$ cat config.mk
export PLATFORM = sky130hd
export DESIGN_NAME = register_file_wb_flat
export DESIGN_NICKNAME = d
export VERILOG_FILES = /design/src/rtl/rv_pkg.sv /design/src/rtl/register_file_wb_if.sv /design/src/rtl/reg_scoreboard.sv /design/src/rtl/register_file_wb.sv /design/src/flat_wrapper.sv
export SDC_FILE = /design/constraint.sdc
export NUM_CORES = 2
export LEC_CHECK = 0
export ABC_AREA = 0
export ABC_CLOCK_PERIOD_IN_PS = 6800
export CAP_MARGIN = 10
export CORE_UTILIZATION = 70
export CTS_BUF_LIST = sky130_fd_sc_hd__clkbuf_8
export DETAILED_ROUTE_END_ITERATION = 8
export PLACE_DENSITY = 0.86
export SYNTH_ARGS = -nofsm -noshare
export SYNTH_HDL_FRONTEND = slang
export SYNTH_SLANG_ARGS = --single-unit
$ cat constraint.sdc
create_clock -name CLK -period 6.8 [get_ports CLK]
set_clock_uncertainty 0.2 [all_clocks]
set_input_delay 1.7 -clock CLK [delete_from_list [all_inputs] [get_ports CLK]]
set_output_delay 1.7 -clock CLK [all_outputs]
set_load 0.02 [all_outputs]
$ cat src/rtl/rv_pkg.sv
// Shared register-file constants: default geometry and the hard-wired zero register index.
package rv_pkg;
  localparam int RF_DATA_W = 32;
  localparam int RF_ADDR_W = 5;
  localparam logic [RF_ADDR_W-1:0] REG_ZERO = '0;
endpackage

$ cat src/rtl/register_file_wb_if.sv
// Writeback / decode-read / scoreboard bus between the pipeline and the register file.
interface register_file_wb_if #(
  parameter int DATA_W = rv_pkg::RF_DATA_W,
  parameter int ADDR_W = rv_pkg::RF_ADDR_W
);
  logic              RegWriteW;
  logic [ADDR_W-1:0] rdW;
  logic [DATA_W-1:0] ResultW;
  logic [ADDR_W-1:0] rs1D;
  logic [ADDR_W-1:0] rs2D;
  logic [DATA_W-1:0] RD1;
  logic [DATA_W-1:0] RD2;
  logic              SetBusy;
  logic [ADDR_W-1:0] rdBusy;
  logic              BusyRs1;
  logic              BusyRs2;
  logic              BusyAny;

  modport master (
    output RegWriteW, rdW, ResultW, rs1D, rs2D, SetBusy, rdBusy,
    input  RD1, RD2, BusyRs1, BusyRs2, BusyAny
  );

  modport slave (
    input  RegWriteW, rdW, ResultW, rs1D, rs2D, SetBusy, rdBusy,
    output RD1, RD2, BusyRs1, BusyRs2, BusyAny
  );
endinterface

$ cat src/rtl/reg_scoreboard.sv
// Pending-write scoreboard: one busy bit per register for operands owned by the multi-cycle unit.
module reg_scoreboard #(
  parameter int ADDR_W = rv_pkg::RF_ADDR_W
) (
  input  logic              clk,
  input  logic              rst_n,
  input  logic              i_set,
  input  logic [ADDR_W-1:0] i_set_idx,
  input  logic              i_clr,
  input  logic [ADDR_W-1:0] i_clr_idx,
  input  logic [ADDR_W-1:0] i_rs1,
  input  logic [ADDR_W-1:0] i_rs2,
  output logic              o_busy_rs1,
  output logic              o_busy_rs2,
  output logic              o_busy_any
);
  localparam int NREGS = 2**ADDR_W;

  logic [NREGS-1:0] r_busy;
  logic [NREGS-1:0] w_busy_nxt;

  // Set is applied after clear so a freshly issued producer wins a same-index collision.
  always_comb begin
    // NOTE: default every always_comb output first so no path leaves it unassigned (no latch).
    w_busy_nxt = r_busy;
    if (i_clr) w_busy_nxt[i_clr_idx] = 1'b0;
    if (i_set) w_busy_nxt[i_set_idx] = 1'b1;
    w_busy_nxt[0] = 1'b0;
  end

  always_ff @(posedge clk or negedge rst_n) begin
    // NOTE: sequential state uses <= so all flops sample pre-edge values together.
    if (!rst_n) r_busy <= '0;
    else        r_busy <= w_busy_nxt;
  end

  // Bit 0 is never set, so index 0 naturally reports not-busy.
  assign o_busy_rs1 = r_busy[i_rs1] && !(i_clr && (i_clr_idx == i_rs1));
  assign o_busy_rs2 = r_busy[i_rs2] && !(i_clr && (i_clr_idx == i_rs2));
  assign o_busy_any = |r_busy;
endmodule

$ cat src/rtl/register_file_wb.sv
// Architectural register file: W-stage write, two bypassed decode reads, pending-write scoreboard.
module register_file_wb
  import rv_pkg::*;
#(
  parameter int DATA_W = RF_DATA_W,
  parameter int ADDR_W = RF_ADDR_W
) (
  input  logic              CLK,
  input  logic              RESETn,
  register_file_wb_if.slave bus
);
  localparam int NREGS = 2**ADDR_W;

  // x0 has no storage; reads of index 0 are muxed to zero before the array.
  logic [DATA_W-1:0] r_regs [1:NREGS-1];
  logic              w_wr_en;
  logic [DATA_W-1:0] w_rd1;
  logic [DATA_W-1:0] w_rd2;

  assign w_wr_en = bus.RegWriteW && (bus.rdW != REG_ZERO);

  always_ff @(posedge CLK or negedge RESETn) begin
    if (!RESETn) begin
      // NOTE: the array is reset because reads must return 0 for every index out of reset.
      for (int i = 1; i < NREGS; i++) r_regs[i] <= '0;
    end else if (w_wr_en) begin
      r_regs[bus.rdW] <= bus.ResultW;
    end
  end

  always_comb begin
    w_rd1 = '0;
    if (bus.rs1D == REG_ZERO)                           w_rd1 = '0;
    else if (bus.RegWriteW && (bus.rdW == bus.rs1D))    w_rd1 = bus.ResultW;
    else                                                w_rd1 = r_regs[bus.rs1D];
  end

  always_comb begin
    w_rd2 = '0;
    if (bus.rs2D == REG_ZERO)                           w_rd2 = '0;
    else if (bus.RegWriteW && (bus.rdW == bus.rs2D))    w_rd2 = bus.ResultW;
    else                                                w_rd2 = r_regs[bus.rs2D];
  end

  assign bus.RD1 = w_rd1;
  assign bus.RD2 = w_rd2;

  reg_scoreboard #(.ADDR_W(ADDR_W)) u_scoreboard (
    .clk        (CLK),
    .rst_n      (RESETn),
    .i_set      (bus.SetBusy),
    .i_set_idx  (bus.rdBusy),
    .i_clr      (bus.RegWriteW),
    .i_clr_idx  (bus.rdW),
    .i_rs1      (bus.rs1D),
    .i_rs2      (bus.rs2D),
    .o_busy_rs1 (bus.BusyRs1),
    .o_busy_rs2 (bus.BusyRs2),
    .o_busy_any (bus.BusyAny)
  );
endmodule

$ cat src/flat_wrapper.sv
// flat-port wrapper written by rule: the top's interface ports become plain ports
module register_file_wb_flat import rv_pkg::*;
#(
  parameter int DATA_W = RF_DATA_W,
  parameter int ADDR_W = RF_ADDR_W
)
  (CLK, RESETn, bus_RegWriteW, bus_rdW, bus_ResultW, bus_rs1D, bus_rs2D, bus_SetBusy, bus_rdBusy, bus_RD1, bus_RD2, bus_BusyRs1, bus_BusyRs2, bus_BusyAny);
  register_file_wb_if #(.DATA_W(DATA_W), .ADDR_W(ADDR_W)) bus_i ();
  input  logic CLK;
  input  logic RESETn;
  input wire logic [$bits(bus_i.RegWriteW)-1:0] bus_RegWriteW;
  input wire logic [$bits(bus_i.rdW)-1:0] bus_rdW;
  input wire logic [$bits(bus_i.ResultW)-1:0] bus_ResultW;
  input wire logic [$bits(bus_i.rs1D)-1:0] bus_rs1D;
  input wire logic [$bits(bus_i.rs2D)-1:0] bus_rs2D;
  input wire logic [$bits(bus_i.SetBusy)-1:0] bus_SetBusy;
  input wire logic [$bits(bus_i.rdBusy)-1:0] bus_rdBusy;
  output wire logic [$bits(bus_i.RD1)-1:0] bus_RD1;
  output wire logic [$bits(bus_i.RD2)-1:0] bus_RD2;
  output wire logic [$bits(bus_i.BusyRs1)-1:0] bus_BusyRs1;
  output wire logic [$bits(bus_i.BusyRs2)-1:0] bus_BusyRs2;
  output wire logic [$bits(bus_i.BusyAny)-1:0] bus_BusyAny;
  assign bus_i.RegWriteW = bus_RegWriteW;
  assign bus_i.rdW = bus_rdW;
  assign bus_i.ResultW = bus_ResultW;
  assign bus_i.rs1D = bus_rs1D;
  assign bus_i.rs2D = bus_rs2D;
  assign bus_i.SetBusy = bus_SetBusy;
  assign bus_i.rdBusy = bus_rdBusy;
  assign bus_RD1 = bus_i.RD1;
  assign bus_RD2 = bus_i.RD2;
  assign bus_BusyRs1 = bus_i.BusyRs1;
  assign bus_BusyRs2 = bus_i.BusyRs2;
  assign bus_BusyAny = bus_i.BusyAny;
  register_file_wb #(.DATA_W(DATA_W), .ADDR_W(ADDR_W)) u_core (.CLK(CLK), .RESETn(RESETn), .bus(bus_i));
endmodule
==> impl_metrics.toml <==
# synthesis and place-and-route metrics
[layout]
fin_nets = 4124
layout-drive-gt1-share_pct = 48.7
postLayoutCellArea_mm2 = 0.0623

[final_timing]
timing.fmax_mhz = 148
hold-worst-slack_ns = 0.321
setup_tns_ns = 0
fin_ws_ns = 0.0550
hold_viol = 0
fin_crit_sh_pct = 99.2
worstMarginPinSlew_ns = 1.36

[min_path]
holdCritPathClass = "reg -> reg"

[logic_synthesis]
synthAoiAreaFrac_pct = 5.58
ys_seq_share_pct = 46.0
adder_share_pct = 0
syn_area_per_cell_um2 = 14.1
synthCells = 3960
ys_top_logic_family = "multiplexers"
top_area_cell = "dfrtp_1"
mux_share_pct = 41.8
yosys_area_mm2 = 0.0557
synth_xor_xnor_area_share_pct = 0.157
synth_area_mm2 = 0.0557
synth-async-reset-ratio_pct = 100
synth_stat.cells = 3960
yosysTopAreaCellShare_pct = 46.0
ff_type = "dfrtp_1"
yosys_warnings = 0

[clock_network]
postCtsSetupRepairBufs = 0
cts-root-buf = "clkbuf_8"
numCtsBuffers = 168
clk_pin_slew_ns = 0.06

[power]
vdd_drop_max_mv = 0.217
p_per_area_mw_per_mm2 = 287

[worst_setup_path]
critical_path_class = "in -> out"
required_ns = 4.90
cp-end-kind = "primary output"

[status]
status = "finished clean"

[placed_design]
pre_cts_slack_ns = 0.0589
routabilityCongestion = 0.915

[die]
die_y_um = 284
ios = 123
fp-row-count = 103
floorplan.core_util_pct = 70.6

[grt]
use_met2_pct = 65.7
grt_pass1_vias = 41900
grt_first_pass_wirelength_mm = 269
grt_most_used_layer = "met2"

[routing]
drc = 0
routed_wl_mm = 180
wl_met2_mm = 79.7
top_layer = "met5"
wirelength_met1_mm = 62.5
met3_length_mm = 24.2
vias = 40700

[job]
warnings = 42
-- final cells by class --
cell class                 count  area, um2
antenna                        3       7.51
clock buffer                 211       2900
clock inverter                87        544
fill                        4370      16600
inverter                       3       11.3
multi-input combinational   2515      28400
sequential                  1023      25600
tap                         1050       1310
timing repair buffer         357       3530
-- report_power, final --
group	total (mW)	switching (mW)	leakage, nW	internal (mW)
registers	8.27	0.973	13.1	7.29
logic	4.06	1.71	12.3	2.35
clock network	5.57	2.64	2.00	2.93
-- cells in the final DEF, fill, tap and decap left out, types with 17 or more instances in the layout --
cell	count
clkdlybuf4s50_1	110
nand2_2	17
mux2i_1	184
buf_12	43
a221oi_1	35
nand2_1	160
o211ai_1	43
nor2_1	41
a21oi_1	58
clkbuf_8	211
a31oi_1	33
o22ai_1	44
mux2_2	1104
buf_4	196
a22o_1	39
nor3_1	52
nor2_4	19
a221o_1	17
mux4_2	396
a22oi_1	42
o21ai_0	69
clkinv_2	17
a2111oi_0	20
dfrtp_1	1023
inv_1	56
-- through the flow --
stage          power [mW]  instances  util [%]
2_1_floorplan        10.9       3960         -
3_3_place_gp         12.0       4948      74.6
3_5_place_dp         12.2       4948      74.6
4_1_cts              17.8       5246      79.0
5_1_grt              18.5       5247      79.0
6_report             17.9       5249      79.0
-- final timing paths --
check / to / slack, ns / cells after the start
max in group asynchronous: u_core.r_regs[239] / 4.29 / 2
hold / removal: u_core.r_regs[615] / 0.32 / 1
setup / recovery: bus_RD1[19] / 0.05 / 9
hold reg to reg: u_core.r_regs[615] / 0.32 / 1
setup reg to reg: u_core.r_regs[614] / 5.75 / 1
min in group asynchronous: u_core.u_scoreboard.r_busy[18] / 0.68 / 1
-- critical path, cell delays in order --
cell	delay, ns
clkdlybuf4s50_1	0.75
xnor2_1	0.18
nand4_1	0.15
nor3_2	0.35
buf_12	0.26
nor3_1	0.09
buf_4	0.13
a21oi_1	0.45
clkdlybuf4s50_1	0.76
-- logic make-up after synthesis --
group / after synthesis
xor+xnor: 10
flops: 1023
mux: 1693
simple gates: 371
compound gates: 441
buf+inv: 422
-- sequential cells by signal, indices dropped and copies added (netlist names) --
register                    flops
u_core.r_regs                 992
u_core.u_scoreboard.r_busy     31
-- cell usage after synthesis, types with 7 or more instances --
| master | instances |
|---|---|
| a21o_1 | 15 |
| a22oi_1 | 42 |
| a32o_1 | 13 |
| a31oi_1 | 33 |
| a221oi_1 | 35 |
| buf_4 | 28 |
| a2111oi_0 | 21 |
| nand2_1 | 178 |
| nor2b_1 | 16 |
| nor3b_1 | 8 |
| nor2_1 | 61 |
| o22ai_1 | 44 |
| mux4_2 | 396 |
| buf_2 | 137 |
| a221o_1 | 17 |
| nand2b_1 | 8 |
| mux2_2 | 1104 |
| mux2i_1 | 184 |
| buf_1 | 56 |
| mux2_1 | 9 |
| clkbuf_1 | 192 |
| dfrtp_1 | 1023 |
| o211ai_1 | 43 |
| xnor2_1 | 7 |
| nor4_1 | 9 |
| a21oi_1 | 58 |
| nand3b_1 | 9 |
| a22o_1 | 39 |
| nor3_1 | 53 |
| o21ai_0 | 69 |
| o2111ai_1 | 9 |
Figure 1. Gate-type map.
Drawn at 2 px/um.
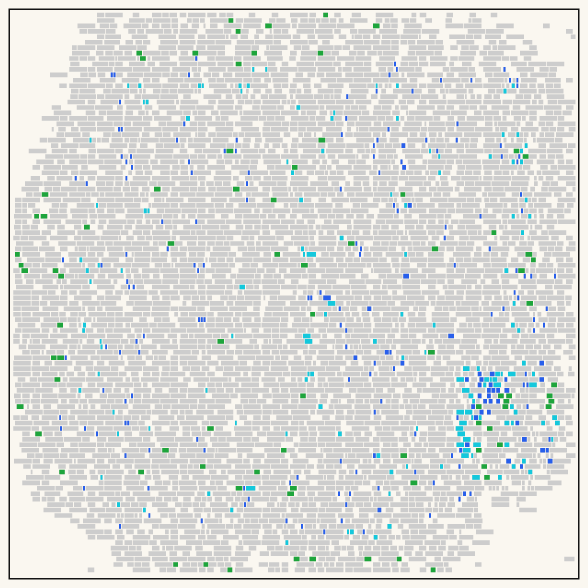
[nor cells] cyan | cells: 147 | most used: nor3_1 | where: widely spread
[non-inverting ao/oa cells] green | cells: 84 | most used: a22o_1 | where: widely spread
[nand cells] blue | cells: 204 | most used: nand2_1 | where: widely spread
Top cell excl fill/tap: mux2_2
Comb/total area: 45.6%

Figure 2. Routing congestion map.
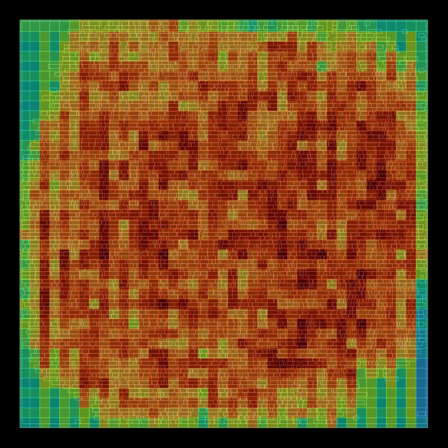
final core occ: 79.0%
wire per inst: 34.3 um
met3 Usage GRT: 14.8%

No activity file was given, so power comes from the tool's default toggle rates.
